Fig. 1: I/O pins on the die edge
Pins as bars across the die edge, other pins in grey.
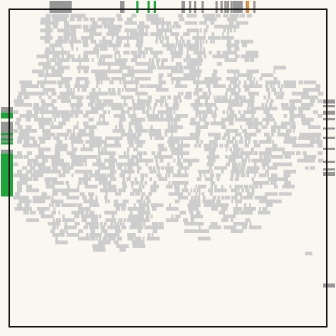
Fig. 2: met3 routing
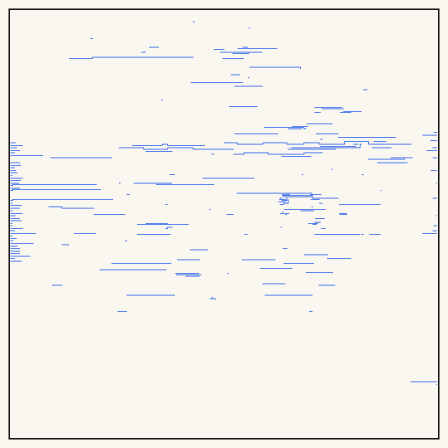
Fig. 3: wiring by layer
Two of the layers only.
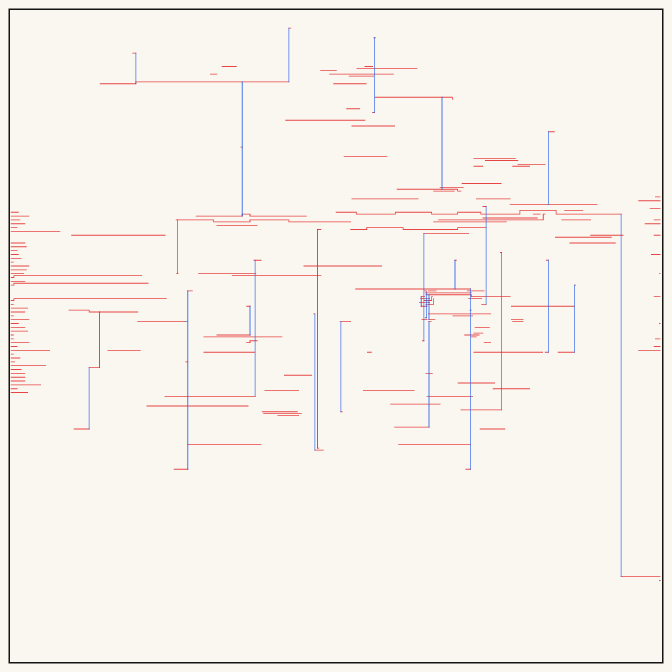
Fig. 4: track usage over the die
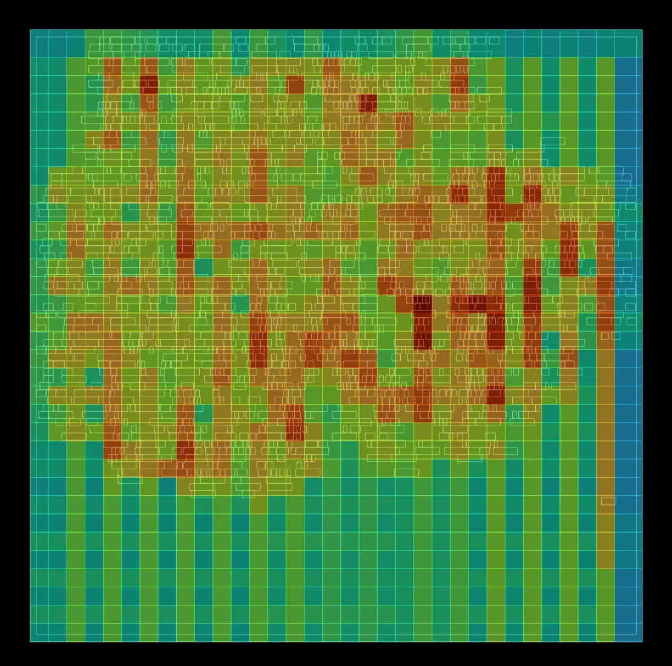
Fig. 5: sequential cells coloured by netlist name
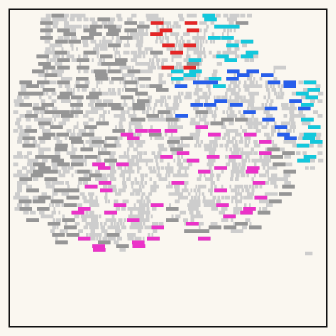
--- src/rtl/float_pkg.sv ---
// Shared definitions for the single-precision float datapath blocks:
// default format constants, FSM state and operand-class encodings.
package float_pkg;

  localparam int FP_DWIDTH    = 32;
  localparam int FP_EXP_WIDTH = 8;
  localparam int FP_BIAS      = 127;

  localparam logic [31:0] FP_QNAN = 32'h7FC0_0000;
  localparam logic [31:0] FP_INF  = 32'h7F80_0000;

  typedef enum logic [2:0] {
    IDLE   = 3'd0,
    UNPACK = 3'd1,
    MULT   = 3'd2,
    NORM   = 3'd3,
    ROUND  = 3'd4,
    DONE   = 3'd5
  } fsm_state_t;

  typedef enum logic [1:0] {
    CLS_ZERO = 2'd0,
    CLS_NORM = 2'd1,
    CLS_INF  = 2'd2,
    CLS_NAN  = 2'd3
  } fclass_t;

  // Width-independent classifier; denormals (exp==0, mant!=0) fold into zero.
  function automatic fclass_t classify(input logic exp_ones, input logic exp_zero,
                                       input logic mant_zero);
    fclass_t cls;
    if (exp_ones && !mant_zero) begin
      cls = CLS_NAN;
    end else if (exp_ones) begin
      cls = CLS_INF;
    end else if (exp_zero) begin
      cls = CLS_ZERO;
    end else begin
      cls = CLS_NORM;
    end
    return cls;
  endfunction

endpackage

--- src/rtl/float_mant_mult_seq.sv ---
// Iterative shift-add mantissa multiplier: one multiplier bit per cycle,
// MANT_W cycles after start; done flags the cycle of the final accumulation.
module float_mant_mult_seq #(
  parameter int MANT_W = 24
) (
  input  logic                  clk,
  input  logic                  rst_n,
  input  logic                  start,
  input  logic [MANT_W-1:0]     mcand,
  input  logic [MANT_W-1:0]     mplier,
  output logic                  done,
  output logic [2*MANT_W-1:0]   product
);

  localparam int PW = 2 * MANT_W;
  localparam int CW = $clog2(MANT_W + 1);
  localparam logic [CW-1:0] LAST_CNT = CW'(MANT_W - 1);

  logic [PW-1:0]     mcand_r;
  logic [PW-1:0]     acc_r;
  logic [MANT_W-1:0] mplier_r;
  logic [CW-1:0]     cnt_r;
  logic              run_r;

  assign done    = run_r && (cnt_r == LAST_CNT);
  assign product = acc_r;

  // Load operands on start, then accumulate one partial product per cycle.
  always_ff @(posedge clk or negedge rst_n) begin
    if (!rst_n) begin
      mcand_r  <= {PW{1'b0}};
      acc_r    <= {PW{1'b0}};
      mplier_r <= {MANT_W{1'b0}};
      cnt_r    <= {CW{1'b0}};
      run_r    <= 1'b0;
    end else if (start) begin
      mcand_r  <= {{MANT_W{1'b0}}, mcand};
      acc_r    <= {PW{1'b0}};
      mplier_r <= mplier;
      cnt_r    <= {CW{1'b0}};
      run_r    <= 1'b1;
    end else if (run_r) begin
      if (mplier_r[0]) begin
        acc_r <= acc_r + mcand_r;
      end
      mcand_r  <= mcand_r << 1;
      mplier_r <= mplier_r >> 1;
      cnt_r    <= cnt_r + CW'(1);
      if (done) begin
        run_r <= 1'b0;
      end
    end
  end

endmodule

--- src/rtl/single_float_multiplier.sv ---
// IEEE-754 multiplier with fixed 28-edge latency: unpack, iterative mantissa
// multiply, normalise, round-to-nearest-even, then pack with special cases.
module single_float_multiplier
  import float_pkg::*;
#(
  parameter int DWIDTH         = FP_DWIDTH,
  parameter int EXPONENT_WIDTH = FP_EXP_WIDTH,
  parameter int BIAS           = FP_BIAS
) (
  input  logic              clk,
  input  logic              rst,
  input  logic [DWIDTH-1:0] a,
  input  logic [DWIDTH-1:0] b,
  input  logic              ip_ready,
  output logic [DWIDTH-1:0] product,
  output logic              valid,
  output logic              busy
);

  localparam int MW      = DWIDTH - EXPONENT_WIDTH - 1;
  localparam int MANT_W  = MW + 1;
  localparam int PW      = 2 * MANT_W;
  localparam int XW      = EXPONENT_WIDTH + 2;
  localparam int EXP_MAX = (1 << EXPONENT_WIDTH) - 1;

  fsm_state_t               state_r;
  logic [DWIDTH-1:0]        a_r, b_r;
  logic                     sign_r;
  logic [EXPONENT_WIDTH-1:0] ea_r, eb_r;
  fclass_t                  cls_a_r, cls_b_r;
  logic [XW-1:0]            exp_r;
  logic [MANT_W-1:0]        mant_r;
  logic                     guard_r, sticky_r;
  logic [DWIDTH-1:0]        product_r;
  logic                     valid_r, busy_r;

  logic                     mult_start_s, mult_done_s;
  logic [PW-1:0]            mprod_s;
  logic                     round_up_s;
  logic [MANT_W:0]          rsum_s;
  logic                     exp_ovf_s, exp_unf_s;
  logic                     any_nan_s, inf_x_zero_s, any_inf_s, any_zero_s;
  logic [DWIDTH-1:0]        result_s;

  assign product = product_r;
  assign valid   = valid_r;
  assign busy    = busy_r;

  assign mult_start_s = (state_r == UNPACK);

  float_mant_mult_seq #(
    .MANT_W (MANT_W)
  ) u_mant_mult (
    .clk     (clk),
    .rst_n   (rst),
    .start   (mult_start_s),
    .mcand   ({1'b1, a_r[MW-1:0]}),
    .mplier  ({1'b1, b_r[MW-1:0]}),
    .done    (mult_done_s),
    .product (mprod_s)
  );

  // Round-to-nearest-even increment on the normalised mantissa.
  always_comb begin
    round_up_s = guard_r & (sticky_r | mant_r[0]);
    rsum_s     = {1'b0, mant_r} + {{MANT_W{1'b0}}, round_up_s};
  end

  // Exponent is carried as two's complement with two headroom bits.
  always_comb begin
    exp_ovf_s = !exp_r[XW-1] && (exp_r >= XW'(EXP_MAX));
    exp_unf_s = exp_r[XW-1] || (exp_r == {XW{1'b0}});
  end

  // Final packing with special-case priority: NaN, inf, zero, then range.
  always_comb begin
    any_nan_s    = (cls_a_r == CLS_NAN) || (cls_b_r == CLS_NAN);
    inf_x_zero_s = ((cls_a_r == CLS_INF) && (cls_b_r == CLS_ZERO)) ||
                   ((cls_a_r == CLS_ZERO) && (cls_b_r == CLS_INF));
    any_inf_s    = (cls_a_r == CLS_INF) || (cls_b_r == CLS_INF);
    any_zero_s   = (cls_a_r == CLS_ZERO) || (cls_b_r == CLS_ZERO);
    if (any_nan_s || inf_x_zero_s) begin
      result_s = {1'b0, {EXPONENT_WIDTH{1'b1}}, 1'b1, {(MW-1){1'b0}}};
    end else if (any_inf_s || exp_ovf_s) begin
      result_s = {sign_r, {EXPONENT_WIDTH{1'b1}}, {MW{1'b0}}};
    end else if (any_zero_s || exp_unf_s) begin
      result_s = {sign_r, {(DWIDTH-1){1'b0}}};
    end else begin
      result_s = {sign_r, exp_r[EXPONENT_WIDTH-1:0], mant_r[MW-1:0]};
    end
  end

  // Control FSM and datapath registers; every state but MULT lasts one cycle.
  always_ff @(posedge clk or negedge rst) begin
    if (!rst) begin
      state_r   <= IDLE;
      a_r       <= {DWIDTH{1'b0}};
      b_r       <= {DWIDTH{1'b0}};
      sign_r    <= 1'b0;
      ea_r      <= {EXPONENT_WIDTH{1'b0}};
      eb_r      <= {EXPONENT_WIDTH{1'b0}};
      cls_a_r   <= CLS_ZERO;
      cls_b_r   <= CLS_ZERO;
      exp_r     <= {XW{1'b0}};
      mant_r    <= {MANT_W{1'b0}};
      guard_r   <= 1'b0;
      sticky_r  <= 1'b0;
      product_r <= {DWIDTH{1'b0}};
      valid_r   <= 1'b0;
      busy_r    <= 1'b0;
    end else begin
      valid_r <= 1'b0;
      case (state_r)
        IDLE: begin
          if (ip_ready) begin
            a_r     <= a;
            b_r     <= b;
            busy_r  <= 1'b1;
            state_r <= UNPACK;
          end
        end
        UNPACK: begin
          sign_r  <= a_r[DWIDTH-1] ^ b_r[DWIDTH-1];
          ea_r    <= a_r[DWIDTH-2 -: EXPONENT_WIDTH];
          eb_r    <= b_r[DWIDTH-2 -: EXPONENT_WIDTH];
          cls_a_r <= classify(&a_r[DWIDTH-2 -: EXPONENT_WIDTH],
                              ~|a_r[DWIDTH-2 -: EXPONENT_WIDTH], ~|a_r[MW-1:0]);
          cls_b_r <= classify(&b_r[DWIDTH-2 -: EXPONENT_WIDTH],
                              ~|b_r[DWIDTH-2 -: EXPONENT_WIDTH], ~|b_r[MW-1:0]);
          state_r <= MULT;
        end
        MULT: begin
          exp_r <= XW'(ea_r) + XW'(eb_r) - XW'(BIAS);
          if (mult_done_s) begin
            state_r <= NORM;
          end
        end
        NORM: begin
          // Product of two [1,2) mantissas lies in [1,4); MSB set means >= 2.
          if (mprod_s[PW-1]) begin
            mant_r   <= mprod_s[PW-1 -: MANT_W];
            guard_r  <= mprod_s[PW-1-MANT_W];
            sticky_r <= |mprod_s[PW-2-MANT_W:0];
            exp_r    <= exp_r + XW'(1);
          end else begin
            mant_r   <= mprod_s[PW-2 -: MANT_W];
            guard_r  <= mprod_s[PW-2-MANT_W];
            sticky_r <= |mprod_s[PW-3-MANT_W:0];
          end
          state_r <= ROUND;
        end
        ROUND: begin
          if (rsum_s[MANT_W]) begin
            mant_r <= rsum_s[MANT_W:1];
            exp_r  <= exp_r + XW'(1);
          end else begin
            mant_r <= rsum_s[MANT_W-1:0];
          end
          state_r <= DONE;
        end
        DONE: begin
          product_r <= result_s;
          valid_r   <= 1'b1;
          busy_r    <= 1'b0;
          state_r   <= IDLE;
        end
        default: begin
          state_r <= IDLE;
          busy_r  <= 1'b0;
        end
      endcase
    end
  end

endmodule

--- config.mk ---
export PLATFORM = sky130hd
export DESIGN_NAME = single_float_multiplier
export DESIGN_NICKNAME = d
export VERILOG_FILES = /design/src/rtl/float_pkg.sv /design/src/rtl/float_mant_mult_seq.sv /design/src/rtl/single_float_multiplier.sv
export SDC_FILE = /design/constraint.sdc
export NUM_CORES = 1
export LEC_CHECK = 0
export CORE_MARGIN = 2
export CORE_UTILIZATION = 30
export CTS_BUF_LIST = sky130_fd_sc_hd__clkbuf_16
export DETAILED_ROUTE_END_ITERATION = 8
export PLACE_DENSITY_LB_ADDON = 0.3
export SYNTH_ARGS = -nofsm -noshare
export SYNTH_HDL_FRONTEND = slang
export SYNTH_SLANG_ARGS = --single-unit
--- constraint.sdc ---
create_clock -name clk -period 3.9 [get_ports clk]
set_input_delay 1.17 -clock clk [delete_from_list [all_inputs] [get_ports clk]]
set_output_delay 1.17 -clock clk [all_outputs]
set_load 0.005 [all_outputs]
==> results.py <==
# Flow results
metrics = {
    "logic_synthesis": {
        "synthTopCellsByCount": "dfrtp_1, nand2_1, o21ai_0, a21oi_1, mux2i_1",
        "flop_cell": "dfrtp_1",
        "syn_avg_cell_area_sq_um": 9.641,
        "ys_types": 69,
        "xor_area_share_pct": 2.885,
        "synth_top_cell_by_count": "dfrtp_1",
        "post-synth-top-area-fraction_pct": 45.90,
        "ys_sh_adder_pct": 5.592,
        "async_flop_share_pct": 100.0,
        "ys_sh_aoi_pct": 17.23,
        "simple_gate_share_pct": 14.28,
        "topCellsByArea": "dfrtp_1, mux2i_1, nand2_1, ha_1, mux2_2",
        "yosysTopAreaCell": "dfrtp_1",
        "numSynthFlops": 284,
        "yosysWarnings": 0,
        "syn_area_sq_mm": 0.01548,
        "mux_area_share_pct": 11.02,
        "logic_family": "AND-OR/OR-AND gates",
        "yosys-stat-area_sq_mm": 0.01548,
        "syn_nets": 1741,
        "ys_cells": 1606,
        "yosys.stat.seqShare_pct": 45.90,
        "edf_count": 0,
        "synthCells": 1606,
    },
    "pwr": {
        "clock_power_share_pct": 20.1,
        "vdd_drop_max_v": 0.0003244,
        "p_total_mw": 14.34,
        "p_comb_mw": 6.11,
        "comb_power_share_pct": 42.6,
        "pwr-share-seq_pct": 37.3,
        "maxPowerGroup": "combinational cells",
        "intPower_mw": 8.426,
        "p_sw_mw": 5.914,
        "powerDensity_mw_per_mm2": 787.0,
        "clk-power_mw": 2.89,
        "p_leak_nw": 8.314,
        "p_sw_share_pct": 41.24,
    },
    "floorplan": {
        "fp_util_pct": 30.24,
        "fp-row-count": 83,
        "tap_cells": 680,
        "dieArea_sq_mm": 0.05344,
        "core_sq_mm": 0.05120,
        "ios": 101,
    },
    "worst_hold_path": {
        "hold_path_startpoint": "ea_r[1]$_DFFE_PN0P_",
        "hold_end": "ea_r[1]$_DFFE_PN0P_",
        "hp-class": "reg -> reg",
        "min_path_cells": 2,
    },
    "cells_and_area": {
        "layout.area.comb_sq_mm": 0.007913,
        "fin_area_sq_mm": 0.01822,
        "flops": 284,
        "drive_gt1_share_pct": 9.027,
        "comb_share_pct": 43.43,
        "final_layout_top_logic_cells": "dfrtp_1, nand2_1, o21ai_0",
        "num-nonclk-inverters": 37,
        "n_fill_cell": 5173,
        "top_area_cell_class": "logic gates",
        "n_clock_buffer": 35,
        "clock_cell_area_share_pct": 5.439,
        "area_share_nonclk_buffers_pct": 6.675,
        "lay_top_count": "dfrtp_1",
        "n_all_buffers": 123,
        "logic_gates": 1196,
        "synthToLayoutAreaGrowth_pct": 17.67,
        "antenna_cells": 0,
        "stdcell_count": 2375,
        "fin_nets": 1811,
    },
    "timing": {
        "final.period_utilization_pct": 86.55,
        "slew-limit-headroom_pct": 21.45,
        "setup_viol": 0,
        "skew_ns": 0.01776,
        "rsz0062_at_grt": "false",
        "finalHoldViolCount": 0,
        "whs_ns": 0.4767,
        "min_period_ns": 3.375,
        "slew_viol_final": 0,
        "setup-tns-final_ns": 0,
        "finalWorstSetupSlack_ns": 0.5245,
        "clock.fmax_mhz": 296.3,
        "tightest_slew_ns": 1.149,
    },
    "setup_path": {
        "cpPeakStageDelay_ns": 0.52,
        "r2r-end": "u_mant_mult.product[44]$_DFFE_PN0P_",
        "endpoint": "u_mant_mult.product[44]$_DFFE_PN0P_",
        "required_ns": 4.34,
        "critPathArrivalTime_ns": 3.82,
        "crit_cells": 13,
        "path_cells": "ha_1 -> inv_1 -> fa_1 -> nand2b_1 -> a21oi_2 -> o31ai_4 -> o311ai_4 -> a31oi_1 -> or4_1 -> a22oi_2 -> a311oi_1 -> xor2_1 -> o21ai_1",
        "critPathSlowestCell": "or4_1",
        "cp-start-kind": "flop",
        "r2r_setup_slack_ns": 0.52,
        "crit_start": "u_mant_mult.product[0]$_DFFE_PN0P_",
        "path_delay_family": "AND-OR/OR-AND gates",
        "rr_startpoint": "u_mant_mult.product[0]$_DFFE_PN0P_",
        "worstPathMaxFanout": 4,
        "end_kind": "flop",
        "path_buffers": 1,
        "r2r_cells": 13,
        "crit_type": "reg -> reg",
    },
    "clocking": {
        "cts_resized": 0,
        "cts_root_buffer": "clkbuf_16",
        "clk_pin_slew_ns": 0.06,
        "clock_sinks": 284,
        "cts_setup_buffers": 0,
        "clock_latency_ns": 0.53,
        "cts-hold-fix-buffers": 0,
        "cts_inserted_buffers": 34,
        "htreeDepth": 2,
        "cts_tree": "done",
        "clock_path_buffers": 3,
    },
    "placement": {
        "pre_cts_ws_ns": 0.5545,
        "dp_cells": 2320,
        "dpl_cell_area_sq_mm": 0.01723,
        "hpwl_um": 28710,
        "gp_congestion": 0.8689,
    },
    "route": {
        "wl_met2_um": 17710,
        "drtPass1Iterations": 5,
        "vias_per_cell": 5.139,
        "route.detailed.drc": 0,
        "wl_met1_um": 19420,
        "ant_nets": 0,
        "drt-initial-drc-count": 798,
        "highest-signal-layer": "met4",
        "wl_met3_um": 2023,
    },
    "run_status": {
        "outcome": "finished clean",
    },
    "grt": {
        "grt_max_degree": 89,
        "gr-total-overflow": 0,
        "grt_pass1_wl_um": 65580,
        "grt_pass1_vias": 12200,
        "antenna_found_initial": 0,
    },
    "flow_run": {
        "cap_viol_max_count": 0,
        "warnings": 27,
    },
}
About Fig. 1:
`valid`: in orange, pins 1, direction output, edge top. `a`: in green, pins 32, direction input, edge 29 left, 3 top.
chip height: 231.2 um
# port buffers: 100
chip width: 231.2 um

About Fig. 2:
The wires run mostly horizontal. 139 nets have wire on it. The layer carries 2020 um of wire. The layer holds 5.1% of the routed length. The longest straight run is 54.3 um.
Via Count: 12210
met3 Use GR: 2.571%
wirelength, routed: 40100 um

About Fig. 3:
met3: in red, wire length 2020 um. met4: in blue, wire length 950 um.
Global Route Usage Sum: 14.96%
Routed WL per cell: 16.88 um

About Fig. 4:
met1 Use GR: 21.55%
GR Layer Usage met2: 22.94%
busiest layer in global routing: met2
final core occ: 35.59%

About Fig. 5:
`mant_r`: in blue, placed flops 24. `exp_r`: in red, placed flops 10, where top middle. `product`: in cyan, placed flops 32. `u_mant_mult.product`: in magenta, placed flops 48.
Another 170 sequential cells are not coloured.
Seq power: 5.35 mW
sequential share of cell area: 39.03%
sequential cell area: 0.007111 sq mm

Power figures rest on the tool's default switching activity, not on a simulated workload.
